File: config.mk
export PLATFORM = sky130hd
export DESIGN_NAME = fir_tap_sched_flat
export DESIGN_NICKNAME = d
export VERILOG_FILES = /design/src/rtl/fir_tap_sched_if.sv /design/src/rtl/fir_tap_sched.sv /design/src/flat_wrapper.sv
export SDC_FILE = /design/constraint.sdc
export NUM_CORES = 1
export LEC_CHECK = 0
export CAP_MARGIN = 0
export CORE_ASPECT_RATIO = 0.7
export CORE_MARGIN = 1
export CORE_UTILIZATION = 52
export CTS_BUF_LIST = sky130_fd_sc_hd__clkbuf_8
export DETAILED_ROUTE_END_ITERATION = 10
export PLACE_DENSITY = 0.93
export SLEW_MARGIN = 10
export SYNTH_ARGS = -nofsm -noshare
export SYNTH_HDL_FRONTEND = slang
export SYNTH_SLANG_ARGS = --single-unit
File: constraint.sdc
create_clock -name clk -period 3.26 [get_ports clk]
set_clock_uncertainty 0.2 [all_clocks]
set_input_delay 0.815 -clock clk [delete_from_list [all_inputs] [get_ports clk]]
set_output_delay 0.815 -clock clk [all_outputs]
set_load 0.02 [all_outputs]
File: src/rtl/fir_tap_sched_if.sv
// Window-in / result-out stream bundle for the 3x3 FIR tap scheduler.
// The master modport is the upstream window source plus the downstream sink; the slave modport is the scheduler.
interface fir_tap_sched_if #(
  parameter int TAPS  = 9,
  parameter int PW    = 8,
  parameter int ACCW  = 20
);
  logic [TAPS*PW-1:0] in_win;
  logic               in_valid;
  logic               in_ready;
  logic [ACCW-1:0]    out_data;
  logic               out_valid;
  logic               out_ready;

  modport master (
    output in_win,
    output in_valid,
    input  in_ready,
    input  out_data,
    input  out_valid,
    output out_ready
  );

  modport slave (
    input  in_win,
    input  in_valid,
    output in_ready,
    output out_data,
    output out_valid,
    input  out_ready
  );
endinterface

File: src/rtl/fir_tap_sched.sv
// Walks one latched 3x3 window through a single shared LUT multiplier, one tap per cycle,
// registering each product and summing all taps into one unsigned result per window.
module fir_tap_sched #(
  parameter int TAPS  = 9,
  parameter int PW    = 8,
  parameter int PRODW = 16,
  parameter int ACCW  = 20
) (
  input  logic              clk,
  input  logic              rst_n,
  fir_tap_sched_if.slave    s,
  output logic [PW-1:0]     mult_x,
  output logic [3:0]        mult_bank,
  output logic              mult_en,
  input  logic [PRODW-1:0]  mult_ax,
  output logic              busy
);

  localparam logic [1:0] IDLE  = 2'd0;
  localparam logic [1:0] RUN   = 2'd1;
  localparam logic [1:0] DRAIN = 2'd2;
  localparam logic [1:0] DONE  = 2'd3;

  localparam logic [3:0] LAST_TAP = 4'(TAPS - 1);

  logic [1:0]       state;
  logic [3:0]       tap_p0;
  logic [PW-1:0]    win_p0 [TAPS];
  logic [PRODW-1:0] prod_p1;
  logic             vld_p1;
  logic [ACCW-1:0]  acc_p2;

  function automatic logic [ACCW-1:0] zext_prod(input logic [PRODW-1:0] p);
    return {{(ACCW-PRODW){1'b0}}, p};
  endfunction

  // Stage 0: window capture; data only, so no reset
  always_ff @(posedge clk) begin
    if (state == IDLE && s.in_valid) begin
      for (int k = 0; k < TAPS; k++) begin
        win_p0[k] <= s.in_win[k*PW +: PW];
      end
    end
  end

  // Operand selection; the multiplier answers combinationally in the same cycle
  always_comb begin
    mult_en   = 1'b0;
    mult_x    = '0;
    mult_bank = '0;
    if (state == RUN) begin
      mult_en   = 1'b1;
      mult_x    = win_p0[tap_p0];
      mult_bank = tap_p0;
    end
  end

  // Stage 1: product register; Stage 2: accumulator (lags the product by one cycle)
  always_ff @(posedge clk or negedge rst_n) begin
    if (!rst_n) begin
      state   <= IDLE;
      tap_p0  <= '0;
      prod_p1 <= '0;
      vld_p1  <= 1'b0;
      acc_p2  <= '0;
    end else begin
      case (state)
        IDLE: begin
          if (s.in_valid) begin
            acc_p2 <= '0;
            tap_p0 <= '0;
            vld_p1 <= 1'b0;
            state  <= RUN;
          end
        end
        RUN: begin
          prod_p1 <= mult_ax;
          vld_p1  <= 1'b1;
          if (vld_p1) begin
            acc_p2 <= acc_p2 + zext_prod(prod_p1);
          end
          if (tap_p0 == LAST_TAP) begin
            tap_p0 <= '0;
            state  <= DRAIN;
          end else begin
            tap_p0 <= tap_p0 + 4'd1;
          end
        end
        DRAIN: begin
          // Fold in the last tap's product, still waiting in the product register
          acc_p2 <= acc_p2 + zext_prod(prod_p1);
          vld_p1 <= 1'b0;
          state  <= DONE;
        end
        DONE: begin
          if (s.out_ready) begin
            state <= IDLE;
          end
        end
        default: state <= IDLE;
      endcase
    end
  end

  assign s.in_ready  = (state == IDLE);
  assign s.out_valid = (state == DONE);
  assign s.out_data  = acc_p2;
  assign busy        = (state == RUN) || (state == DRAIN);

endmodule

File: src/flat_wrapper.sv
// flat-port wrapper written by rule: the top's interface ports become plain ports
module fir_tap_sched_flat 
#(
  parameter int TAPS  = 9,
  parameter int PW    = 8,
  parameter int PRODW = 16,
  parameter int ACCW  = 20
)
  (clk, rst_n, mult_x, mult_bank, mult_en, mult_ax, busy, s_in_win, s_in_valid, s_in_ready, s_out_data, s_out_valid, s_out_ready);
  fir_tap_sched_if #(.TAPS(TAPS), .PW(PW), .ACCW(ACCW)) s_i ();
  input  logic clk;
  input  logic rst_n;
  output logic [PW-1:0] mult_x;
  output logic [3:0] mult_bank;
  output logic mult_en;
  input  logic [PRODW-1:0] mult_ax;
  output logic busy;
  input wire logic [$bits(s_i.in_win)-1:0] s_in_win;
  input wire logic [$bits(s_i.in_valid)-1:0] s_in_valid;
  output wire logic [$bits(s_i.in_ready)-1:0] s_in_ready;
  output wire logic [$bits(s_i.out_data)-1:0] s_out_data;
  output wire logic [$bits(s_i.out_valid)-1:0] s_out_valid;
  input wire logic [$bits(s_i.out_ready)-1:0] s_out_ready;
  assign s_i.in_win = s_in_win;
  assign s_i.in_valid = s_in_valid;
  assign s_in_ready = s_i.in_ready;
  assign s_out_data = s_i.out_data;
  assign s_out_valid = s_i.out_valid;
  assign s_i.out_ready = s_out_ready;
  fir_tap_sched #(.TAPS(TAPS), .PW(PW), .PRODW(PRODW), .ACCW(ACCW)) u_core (.clk(clk), .rst_n(rst_n), .s(s_i), .mult_x(mult_x), .mult_bank(mult_bank), .mult_en(mult_en), .mult_ax(mult_ax), .busy(busy));
endmodule
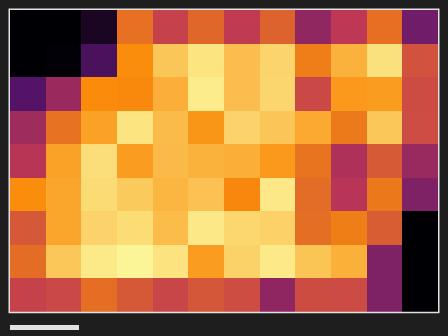
(local utilization)
The bar under the picture is 20 um long. 12 x 9 tiles, from black (low) to pale yellow (high), 0 to 100% covered.
emptiest ninth of the die	top left
nearly empty tiles	6.5%
tiles over 75% full	47%
mean over tiles	66%
fullest tile	98%
CORE AREA: 9872 sq um
Pre-Place Util: 54.50%

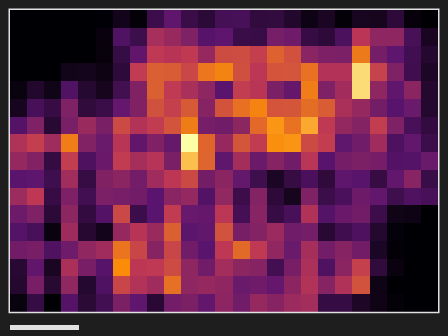
(signal metal coverage by tile)
The bar under the picture is 20 um long. 25 x 17 tiles, from black (low) to pale yellow (high), scaled to the fullest tile. Values are wire area over tile area, all layers added.
emptiest ninth of the die	top left
tiles over half the peak	18%
fullest tile	0.63

==> results.yml <==
# yosys + openroad results
outcome:
  run_status: "complete, no violations"
power:
  pwr-share-comb_pct: 46.3
  pwr-share-clk_pct: 20.2
  p_total_mw: 6.727
  comb-power_mw: 3.12
  seq_cell_power_mw: 2.25
  clk-power_mw: 1.36
  p_int_mw: 4.128
  swShare_pct: 38.63
  p_leak_nw: 2.791
  maxPowerGroup: "combinational logic"
place:
  place.port_buffers: 127
  place_inst: 643
  place_ws_ps: 176.7
synth:
  syn_area_sq_um: 5380
  synth-seq-area-share_pct: 60.19
  synth.distinct_cells: 52
  synth.top_cell.area_share_pct: 40.19
  synthCells: 395
  synth_area_leader_cell: "edfxtp_1"
  edf_count: 72
  ys_sh_xor_pct: 1.628
  ys_sh_mux_pct: 11.95
  async_flop_share_pct: 37.39
  avgSynthCellArea_sq_um: 13.62
  adder_share_pct: 5.488
  ys_chip_area_sq_um: 5380
  simple_gate_share_pct: 9.233
critical_path:
  path_class: "flop to primary output"
  path_delay_family: "multiplexers"
  endpoint_kind: "primary output"
  crit_start: "u_core.tap_p0[0]$_DFFE_PN0P_"
  reg2reg_from: "u_core.s.out_data[0]$_DFFE_PN0P_"
  critical-path-slowest-cell: "mux4_2"
  critical_path_arrival_ps: 2150
  cp_num_cells: 7
  crit_fanout: 10
  rr_worst_depth: 8
  reg2reg_slack_ps: 420
  crit_chain: "buf_12, buf_16, mux4_2, mux2i_1, o21ai_0, and2_1, buf_2"
  worst-path-buf-inv: 3
final_timing:
  max_freq_ghz: 0.3155
  final.setup.tns_ps: 0
  period_used_pct: 97.23
  maxSlewViolCount: 0
  relSlewSlack_pct: 33.92
  tightestPinTransition_ps: 991.2
  fin_crit_ps: 3170
cells_and_area:
  antenna_cells: 0
  nets: 651
  area_growth_pct: 34.91
  n_fill_cell: 613
  final_cells: 677
  final_area_sq_um: 7258
  mostFrequentLayoutCell: "clkdlybuf4s50_1"
clock_tree:
  cts_root_buffer: "clkbuf_8"
  cts_made_buffers: 17
  clk_pin_slew_ps: 80
  ctsHoldBuffers: 0
  cts.sinks: 115
global_routing:
  grt_usage_pct: 25.96
  grt_pass1_vias: 3957
  antenna_found_initial: 0
  grt_pass1_wl_mm: 20.21
  overflow: 0
route:
  drc: 0
  ant_nets: 0
  vias_per_cell: 5.687
  drt_iter0_markers: 395
floorplanning:
  die_w_um: 123.6
  die_h_um: 87.11
flow_run:
  drv_cap: 0
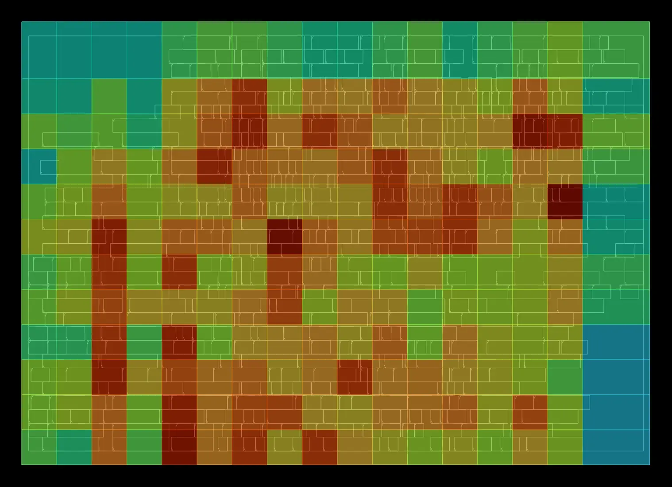
(congestion heat map)
M1 GR Usage: 32.54%
Final Util: 73.52%

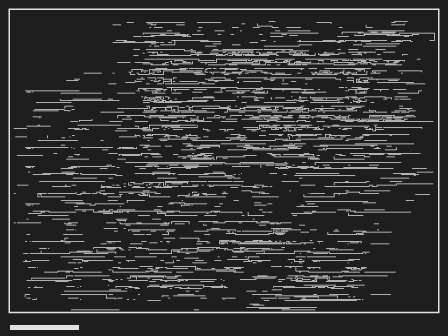
(the metal 1 layer)
The bar under the picture is 20 um long.
nets with wire on the layer	593
wire length on this layer	5360 um
share of all routed wire	41%
longest straight run	28.8 um
main direction	horizontal
Detailed Route WL: 12.94 mm
vias post-DR: 3850

[flip-flops by register name, indices dropped and copies added (netlist names)]
register and flops:
u_core.vld_p1 1, u_core.prod_p1 16, u_core.s.out_data 20, u_core.tap_p0 4, u_core.state 2, u_core.win_p0 72
[metal layers]
| metal | GRT usage, % | vias to the layer above | wire (um) |
|---|---|---|---|
| met1 | 32.54 | 1893 | 5363 |
| met4 | 11.17 | 0 | 218 |
| met5 | 0 | - | 0 |
| met2 | 42.36 | 156 | 6551 |
| met3 | 7.395 | 22 | 806 |
| li1 | - | 1779 | - |
[cell type report]
cell class,count,area [sq um],area share [%]
clock buffers,17,234.0,3.224
clock inverters,15,171.4,2.362
inverters,8,30.03,0.4137
multi-input cells,257,2064,28.44
flip-flops and latches,115,3239,44.63
well taps,128,160.2,2.207
repair buffers,137,1359,18.72
Power and IR drop assume default switching activity.
